==> config.mk <==
export PLATFORM = sky130hd
export DESIGN_NAME = per_timer_flat
export DESIGN_NICKNAME = d
export VERILOG_FILES = /design/src/rtl/per_timer_if.sv /design/src/rtl/per_timer.sv /design/src/flat_wrapper.sv
export SDC_FILE = /design/constraint.sdc
export NUM_CORES = 1
export LEC_CHECK = 0
export CAP_MARGIN = 20
export CORE_MARGIN = 4
export CORE_UTILIZATION = 57
export DETAILED_ROUTE_END_ITERATION = 8
export GPL_TIMING_DRIVEN = 0
export HOLD_SLACK_MARGIN = 0.12
export PLACE_DENSITY_LB_ADDON = 0.05
export SYNTH_ARGS = -nofsm -noshare
export SYNTH_HDL_FRONTEND = slang
export SYNTH_SLANG_ARGS = --single-unit
==> constraint.sdc <==
create_clock -name clk -period 3.6 [get_ports clk]
set_input_delay 0.72 -clock clk [delete_from_list [all_inputs] [get_ports clk]]
set_output_delay 0.72 -clock clk [all_outputs]
set_load 0.03 [all_outputs]
==> src/rtl/per_timer_if.sv <==
// Core-to-peripheral bus bundle (MAB/MDB) for the memory-mapped timer.
// The core drives address/data/strobes; the timer returns read data, select and irq.
interface per_timer_if;
    logic [15:0] MAB_in;
    logic [15:0] MDB_in;
    logic        MW;
    logic        BW;
    logic [15:0] MDB_per_out;
    logic        per_sel;
    logic        irq;

    modport master (
        output MAB_in, MDB_in, MW, BW,
        input  MDB_per_out, per_sel, irq
    );

    modport slave (
        input  MAB_in, MDB_in, MW, BW,
        output MDB_per_out, per_sel, irq
    );
endinterface

==> src/rtl/per_timer.sv <==
// 16-bit memory-mapped timer: stop/up/continuous/up-down counting with prescaler,
// compare register and maskable interrupt. Registers at BASE+0 (CTL) .. BASE+6 (CCTL).
module per_timer #(
    parameter logic [15:0] BASE = 16'h0160,
    parameter int          SIZE = 16
) (
    input  logic        clk,
    input  logic        rst,
    per_timer_if.slave  bus
);

    typedef enum logic [1:0] {
        MC_STOP = 2'b00,
        MC_UP   = 2'b01,
        MC_CONT = 2'b10,
        MC_UPDN = 2'b11
    } mode_e;

    // register state
    logic [1:0]      id_q,    id_d;
    mode_e           mc_q,    mc_d;
    logic            taie_q,  taie_d;
    logic            taifg_q, taifg_d;
    logic [SIZE-1:0] cnt_q,   cnt_d;
    logic [SIZE-1:0] ccr_q,   ccr_d;
    logic            ccie_q,  ccie_d;
    logic            ccifg_q, ccifg_d;
    logic [2:0]      psc_q,   psc_d;
    logic            dir_q,   dir_d;

    // bus decode
    logic            sel, wr, a0;
    logic [1:0]      off;
    logic            wr_ctl, wr_cnt, wr_ccr, wr_cctl, clr;
    logic [SIZE-1:0] ctl_rd, cctl_rd, reg_rd, byte_rd;
    logic [SIZE-1:0] ctl_wv, cnt_wv, ccr_wv, cctl_wv;
    logic            unused_bits;

    // tick update
    logic [2:0]      psc_lim;
    logic            tick, hw_ok;
    logic [SIZE-1:0] cnt_inc, cnt_dec, cnt_t;
    logic            dir_t, set_ta, set_cc;

    // Byte writes land in the lane selected by MAB_in[0], always sourced from MDB_in[7:0].
    function automatic logic [SIZE-1:0] merge(input logic [SIZE-1:0] old,
                                              input logic [SIZE-1:0] din,
                                              input logic            bw,
                                              input logic            hi);
        if (!bw)
            return din;
        else if (hi)
            return {din[7:0], old[7:0]};
        else
            return {old[15:8], din[7:0]};
    endfunction

    assign sel = (bus.MAB_in[15:3] == BASE[15:3]);
    assign wr  = sel & bus.MW;
    assign off = bus.MAB_in[2:1];
    assign a0  = bus.MAB_in[0];

    assign wr_ctl  = wr & (off == 2'd0);
    assign wr_cnt  = wr & (off == 2'd1);
    assign wr_ccr  = wr & (off == 2'd2);
    assign wr_cctl = wr & (off == 2'd3);

    assign ctl_rd  = {8'h00, id_q, mc_q, 2'b00, taie_q, taifg_q};
    assign cctl_rd = {11'h000, ccie_q, 3'b000, ccifg_q};

    assign ctl_wv  = merge(ctl_rd,  bus.MDB_in, bus.BW, a0);
    assign cnt_wv  = merge(cnt_q,   bus.MDB_in, bus.BW, a0);
    assign ccr_wv  = merge(ccr_q,   bus.MDB_in, bus.BW, a0);
    assign cctl_wv = merge(cctl_rd, bus.MDB_in, bus.BW, a0);

    // CLR is a strobe: it is never stored, so CTL[2] always reads back 0.
    assign clr = wr_ctl & ctl_wv[2];

    assign unused_bits = ^{ctl_wv[15:8], ctl_wv[3], cctl_wv[15:5], cctl_wv[3:1]};

    always_comb begin
        reg_rd = '0;
        case (off)
            2'd0: reg_rd = ctl_rd;
            2'd1: reg_rd = cnt_q;
            2'd2: reg_rd = ccr_q;
            2'd3: reg_rd = cctl_rd;
            default: reg_rd = '0;
        endcase
    end

    assign byte_rd = !bus.BW ? reg_rd :
                     a0      ? {8'h00, reg_rd[15:8]} : {8'h00, reg_rd[7:0]};

    assign bus.MDB_per_out = sel ? byte_rd : '0;
    assign bus.per_sel     = sel;
    assign bus.irq         = (taie_q & taifg_q) | (ccie_q & ccifg_q);

    assign psc_lim = 3'((4'd1 << id_q) - 4'd1);
    assign tick    = (mc_q != MC_STOP) && (psc_q == psc_lim);
    assign cnt_inc = cnt_q + 1'b1;
    assign cnt_dec = cnt_q - 1'b1;

    always_comb begin
        cnt_t  = cnt_q;
        dir_t  = dir_q;
        set_ta = 1'b0;
        set_cc = 1'b0;
        case (mc_q)
            MC_UP: begin
                if (ccr_q == '0) begin
                    cnt_t = '0;
                end else if (cnt_q == ccr_q) begin
                    cnt_t  = '0;
                    set_ta = 1'b1;
                end else begin
                    cnt_t  = cnt_inc;
                    set_cc = (cnt_inc == ccr_q);
                end
            end
            MC_CONT: begin
                cnt_t  = cnt_inc;
                set_ta = (cnt_q == '1);
                set_cc = (cnt_inc == ccr_q);
            end
            MC_UPDN: begin
                if (ccr_q == '0) begin
                    cnt_t = '0;
                end else if (!dir_q) begin
                    if (cnt_q >= ccr_q) begin
                        dir_t  = 1'b1;
                        cnt_t  = cnt_dec;
                        set_ta = (cnt_q == 16'd1);
                    end else begin
                        cnt_t  = cnt_inc;
                        set_cc = (cnt_inc == ccr_q);
                    end
                end else begin
                    // Turn around at zero on the same tick, so the count never dwells at 0.
                    if (cnt_q == '0) begin
                        dir_t = 1'b0;
                        cnt_t = cnt_inc;
                    end else begin
                        cnt_t  = cnt_dec;
                        set_ta = (cnt_q == 16'd1);
                    end
                end
            end
            default: ;
        endcase
    end

    // A CLR or a CPU write to CNT pre-empts this edge's tick, including its flags.
    assign hw_ok = tick & ~clr & ~wr_cnt;

    always_comb begin
        id_d    = wr_ctl  ? ctl_wv[7:6]          : id_q;
        mc_d    = wr_ctl  ? mode_e'(ctl_wv[5:4]) : mc_q;
        taie_d  = wr_ctl  ? ctl_wv[1]            : taie_q;
        ccr_d   = wr_ccr  ? ccr_wv               : ccr_q;
        ccie_d  = wr_cctl ? cctl_wv[4]           : ccie_q;
        taifg_d = (wr_ctl  ? ctl_wv[0]  : taifg_q) | (hw_ok & set_ta);
        ccifg_d = (wr_cctl ? cctl_wv[0] : ccifg_q) | (hw_ok & set_cc);

        psc_d = psc_q;
        cnt_d = cnt_q;
        dir_d = dir_q;
        if (clr) begin
            psc_d = '0;
            cnt_d = '0;
            dir_d = 1'b0;
        end else begin
            if (mc_q != MC_STOP)
                psc_d = tick ? 3'd0 : psc_q + 3'd1;
            if (wr_cnt) begin
                cnt_d = cnt_wv;
            end else if (tick) begin
                cnt_d = cnt_t;
                dir_d = dir_t;
            end
        end
    end

    always_ff @(posedge clk) begin
        if (!rst) begin
            id_q    <= '0;
            mc_q    <= MC_STOP;
            taie_q  <= 1'b0;
            taifg_q <= 1'b0;
            cnt_q   <= '0;
            ccr_q   <= '0;
            ccie_q  <= 1'b0;
            ccifg_q <= 1'b0;
            psc_q   <= '0;
            dir_q   <= 1'b0;
        end else begin
            id_q    <= id_d;
            mc_q    <= mc_d;
            taie_q  <= taie_d;
            taifg_q <= taifg_d;
            cnt_q   <= cnt_d;
            ccr_q   <= ccr_d;
            ccie_q  <= ccie_d;
            ccifg_q <= ccifg_d;
            psc_q   <= psc_d;
            dir_q   <= dir_d;
        end
    end

endmodule
==> src/flat_wrapper.sv <==
// flat-port wrapper written by rule: the top's interface ports become plain ports
module per_timer_flat 
#(
    parameter logic [15:0] BASE = 16'h0160,
    parameter int          SIZE = 16
)
  (clk, rst, bus_MAB_in, bus_MDB_in, bus_MW, bus_BW, bus_MDB_per_out, bus_per_sel, bus_irq);
  per_timer_if bus_i ();
  input  logic clk;
  input  logic rst;
  input wire logic [$bits(bus_i.MAB_in)-1:0] bus_MAB_in;
  input wire logic [$bits(bus_i.MDB_in)-1:0] bus_MDB_in;
  input wire logic [$bits(bus_i.MW)-1:0] bus_MW;
  input wire logic [$bits(bus_i.BW)-1:0] bus_BW;
  output wire logic [$bits(bus_i.MDB_per_out)-1:0] bus_MDB_per_out;
  output wire logic [$bits(bus_i.per_sel)-1:0] bus_per_sel;
  output wire logic [$bits(bus_i.irq)-1:0] bus_irq;
  assign bus_i.MAB_in = bus_MAB_in;
  assign bus_i.MDB_in = bus_MDB_in;
  assign bus_i.MW = bus_MW;
  assign bus_i.BW = bus_BW;
  assign bus_MDB_per_out = bus_i.MDB_per_out;
  assign bus_per_sel = bus_i.per_sel;
  assign bus_irq = bus_i.irq;
  per_timer #(.BASE(BASE), .SIZE(SIZE)) u_core (.clk(clk), .rst(rst), .bus(bus_i));
endmodule
**Run 1: routed metal, one colour a layer**

(4 px per um) Two of the layers only.
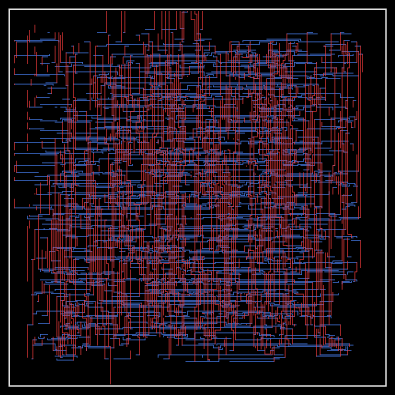
Key: met1 = blue [wire length 6,060 um]; met2 = red [wire length 6,470 um]
WL/cell: 21.4 um
Post-Route WL: 14.8 mm
DR vias: 4,712
GRT Total Usage: 33.3%

**Run 1: M3 wires**

(4 px per um)
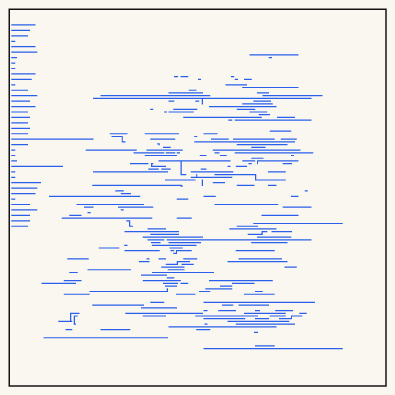
The layer holds 11% of the routed length. The longest straight run is 54.3 um.
met3 Use GR: 5.45%

**Run 1: sequential cells grouped by signal name**

(6 px per um)
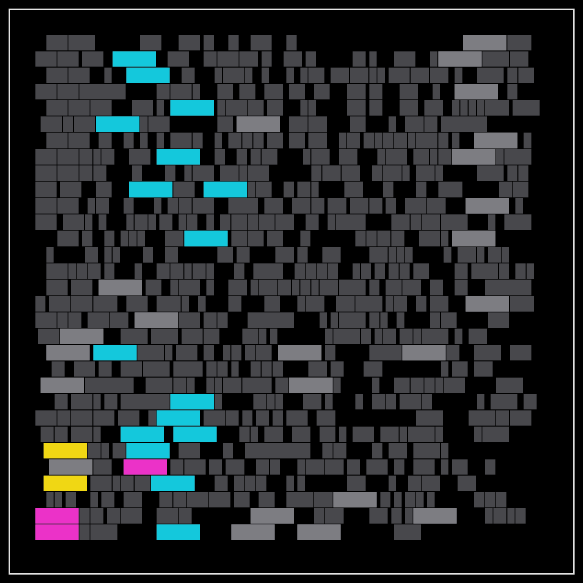
Key: `u_core.psc_q` = magenta [sequential cells 3]; `u_core.ccr_q` = cyan [sequential cells 16]; `u_core.id_q` = yellow [sequential cells 2]
Another 23 sequential cells are not coloured.

**Run 1: cell placement**

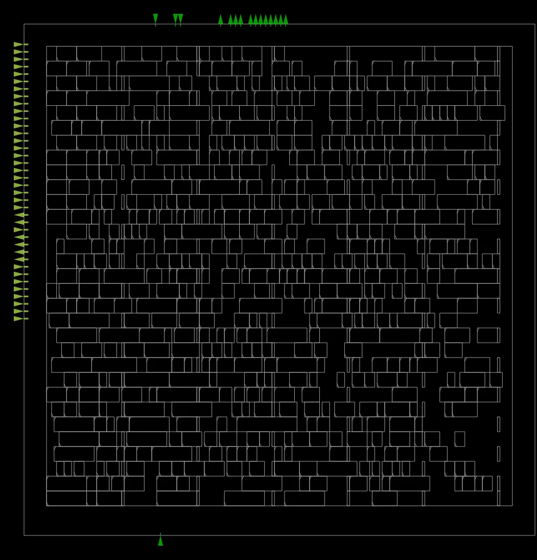
Flops: 44
Post-Layout Cell Count: 694

==> results.ini, run 1 <==
[detailed_routing]
vias_per_cell=6.79
drtAntennaViolNets=0
wl_met3_mm=1.56

[critical_path]
crit_start=u_core.cnt_q[0]
r2r_end=u_core.ccifg_q
cp_common_cell=xnor2_1
crit_path_end=u_core.ccifg_q
r2r_slack_ns=0.13
reg2reg_from=u_core.cnt_q[0]
path_cells=ha_1, nand3_1, nor2_1, and4_1, xnor2_1, xnor2_1, a2111oi_0, o2111ai_1, o41ai_1

[layout]
nNetsFinal=656
comb_area_share_pct=62.6
top_area_cell_class=combinational gates
drive_gt1_share_pct=7.90
clockNetworkAreaShare_pct=2.37
fin_util_pct=68.2

[final_timing]
worst_slack_ns=0.126
maxSlewHeadroom_pct=22.6
min_period_ns=3.47
rsz0062_at_grt=no
period_used_pct=96.5

[outcome]
status=finished, final reports clean

[worst_hold_path]
worstHoldEndpoint=u_core.ccie_q

[clocking]
insertion_delay_ns=0.31
clk_pin_slew_ns=0.10

[floorplanning]
chip_area_um2=8810
die_h_um=93.8
fp-row-count=31

[synthesis]
yosys_area_um2=4200
synthTopCellsByCount=50 x nor2_1, 44 x dfxtp_1, 35 x nand2_1
ys_ff=44
synth_warnings=0

[global_route]
met1_usage_pct=45.3

[power_and_ir_drop]
sw_frac_of_total_pct=25.5
vdd_drop_max_v=0.000187
p_leak_nw=1.94
power_frac_clock_pct=41.2
powerDensity_nw_per_um2=203
p_int_uw=744

[job]
warnings=33

**Run 1: placement by cell class**

(3 px per um)
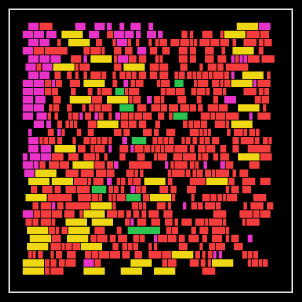

==> run 2: changes to the inputs <==
--- a/config.mk
+++ b/config.mk
@@ -6,10 +6,8 @@
 export NUM_CORES = 1
 export LEC_CHECK = 0
 export CAP_MARGIN = 20
-export CORE_MARGIN = 4
 export CORE_UTILIZATION = 57
 export DETAILED_ROUTE_END_ITERATION = 8
-export GPL_TIMING_DRIVEN = 0
 export HOLD_SLACK_MARGIN = 0.12
 export PLACE_DENSITY_LB_ADDON = 0.05
 export SYNTH_ARGS = -nofsm -noshare
**Run 2: placement by cell class**

(3 px per um)
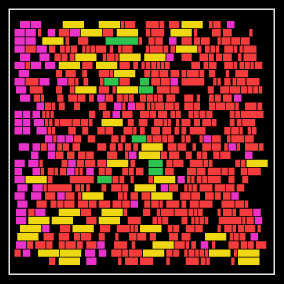
Key: other buffers and delay cells = magenta [cells 84]; clock drivers and dummy loads = green [cells 8]; flip-flops = yellow [cells 44]; all other logic = red [cells 458]
final instance area: 5010 um^2
row cnt: 30

**Run 2: cell placement**

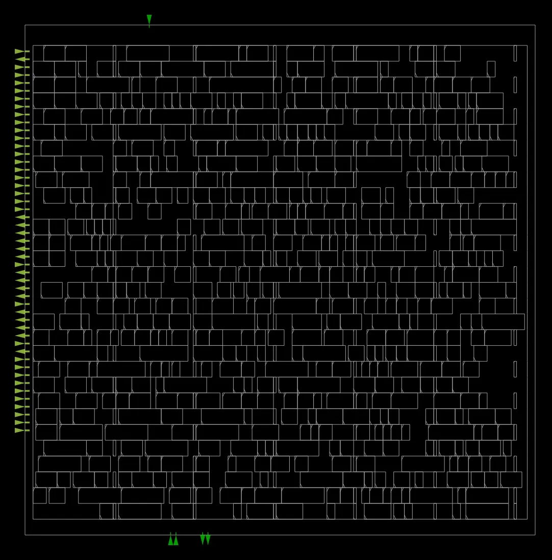
Filler Cells Inserted: 546
# Taps: 96

==> results.ini, run 2 <==
[outcome]
status=finished, final reports clean

[clocking]
insertion_delay_ns=0.31  ; about the same
cts-htree-levels=2
clk_pin_slew_ns=0.08  ; -0.02 ns

[power_and_ir_drop]
sw_frac_of_total_pct=23.4  ; -2.1 points
comb-power_uw=104
power_frac_clock_pct=41.1  ; about the same
p_leak_nw=2.03  ; +4.9%
p_int_uw=768  ; +3.2%
powerDensity_nw_per_um2=200  ; -1.3%

[layout]
clockNetworkAreaShare_pct=2.42  ; +0.059 points
finalNonFillerCells=690  ; -0.58%
nNetsFinal=655  ; -0.15%
ff_count=44  ; unchanged
top_area_cell_class=combinational gates
drive_gt1_share_pct=12.5  ; +4.6 points
fin_util_pct=72.1  ; +3.9 points
comb_area_share_pct=61.3  ; -1.3 points

[global_route]
met1_usage_pct=52.3  ; +7.0 points
gr-usage-all-layers_pct=39.5  ; +6.2 points
use_met3_pct=10.4  ; +4.9 points

[critical_path]
crit_start=bus_MAB_in[1]
reg2reg_from=u_core.cnt_q[1]
path_cells=clkdlybuf4s50_1, nor2b_1, buf_4, a22oi_1, a211oi_1, buf_4
r2r_slack_ns=0.35  ; +0.22 ns
r2r_end=u_core.ccifg_q
cp_common_cell=buf_4

[detailed_routing]
drtAntennaViolNets=0  ; unchanged
finalWirelength_mm=14.4  ; -2.6%
vias_per_cell=6.70  ; -1.3%
vias=4625  ; -1.8%
wl_per_cell_um=20.9  ; -2.1%

[final_timing]
worst_slack_ns=0.244  ; +0.118 ns
min_period_ns=3.36  ; -0.118 ns
period_used_pct=93.2  ; -3.3 points
maxSlewHeadroom_pct=36.8  ; +14 points

[synthesis]
synthTopCellsByCount=50 x nor2_1, 44 x dfxtp_1, 35 x nand2_1
ys_ff=44  ; unchanged
synth_cell_types=66

[job]
warnings=33  ; unchanged

[floorplanning]
chip_area_um2=7720  ; -12%

**Run 2: routed metal, one colour a layer**

(4 px per um) Two of the layers only.
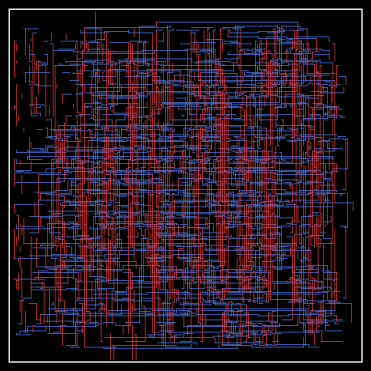
Key: met1 = blue [wire length 5,820 um]; met2 = red [wire length 6,120 um]

**Run 2: M3 wires**

(4 px per um)
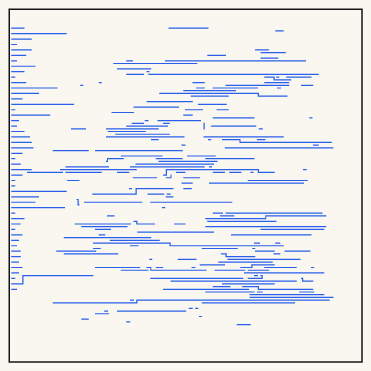

==> run 3: changes to the inputs <==
--- a/config.mk
+++ b/config.mk
@@ -6,7 +6,8 @@
 export NUM_CORES = 1
 export LEC_CHECK = 0
 export CAP_MARGIN = 20
-export CORE_UTILIZATION = 57
+export CORE_UTILIZATION = 55
+export CTS_CLUSTER_DIAMETER = 120
 export DETAILED_ROUTE_END_ITERATION = 8
 export HOLD_SLACK_MARGIN = 0.12
 export PLACE_DENSITY_LB_ADDON = 0.05
**Run 3: M3 wires**

(4 px per um)
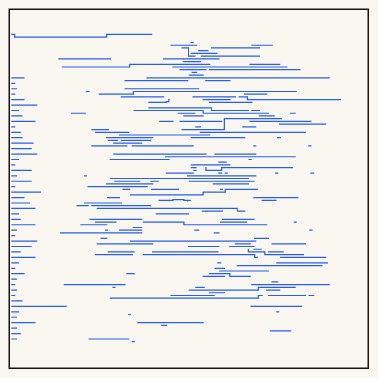
The layer holds 12% of the routed length. The longest straight run is 45.5 um.
met3 Use GR: 10.3%
Post-Route WL: 15.1 mm
DR vias: 4,660

**Run 3: placement by cell class**

(3 px per um)
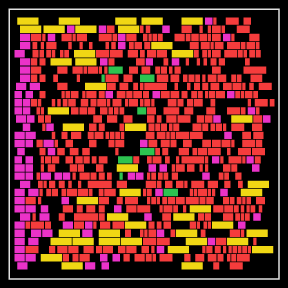
Key: flip-flops = yellow [cells 44]; all other logic = red [cells 458]; clock drivers and dummy loads = green [cells 8]; other buffers and delay cells = magenta [cells 97]
Layout Utilization: 69.2%
final instance area: 5070 um^2

==> results.ini, run 3 <==
[outcome]
status=finished, final reports clean

[power_and_ir_drop]
powerDensity_nw_per_um2=180  ; -10%
p_int_uw=679  ; -12%
comb-power_uw=104  ; about the same
sw_frac_of_total_pct=25.7  ; +2.3 points

[final_timing]
period_used_pct=93.1  ; -0.16 points
worst_slack_ns=0.250  ; +0.00573 ns
min_period_ns=3.35  ; -0.00573 ns
maxSlewHeadroom_pct=54.9  ; +18 points

[layout]
ff_count=44  ; unchanged
fill_cells=630  ; +15%

[global_route]
gr-usage-all-layers_pct=39.0  ; -0.47 points

[critical_path]
path_cells=ha_1, nand3_1, nor2_1, buf_4, and4_1, xnor2_1, xnor2_1, a2111oi_0, o2111ai_1, o41ai_1
crit_start=u_core.cnt_q[1]
cp_common_cell=xnor2_1
r2r_end=u_core.ccifg_q
reg2reg_from=u_core.cnt_q[1]

[job]
warnings=33  ; unchanged

[floorplanning]
taps=99  ; +3.1%
chip_area_um2=7990  ; +3.6%
fp-row-count=31  ; +3.3%

[synthesis]
synthTopCellsByCount=50 x nor2_1, 44 x dfxtp_1, 35 x nand2_1
ys_ff=44  ; unchanged

[clocking]
cts-htree-levels=2  ; unchanged

[detailed_routing]
drtAntennaViolNets=0  ; unchanged

**Run 3: sequential cells grouped by signal name**

(6 px per um)
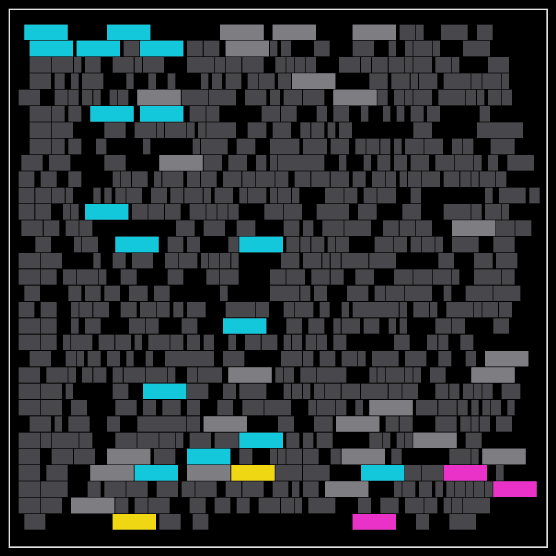
Key: `u_core.ccr_q` = cyan [sequential cells 16]; `u_core.psc_q` = magenta [sequential cells 3]; `u_core.id_q` = yellow [sequential cells 2]
Another 23 sequential cells are not coloured.
Power Sequential: 486 uW
Reg area: 881 um^2
flop share of the area: 17.4%

Power figures rest on the tool's default switching activity, not on a simulated workload.
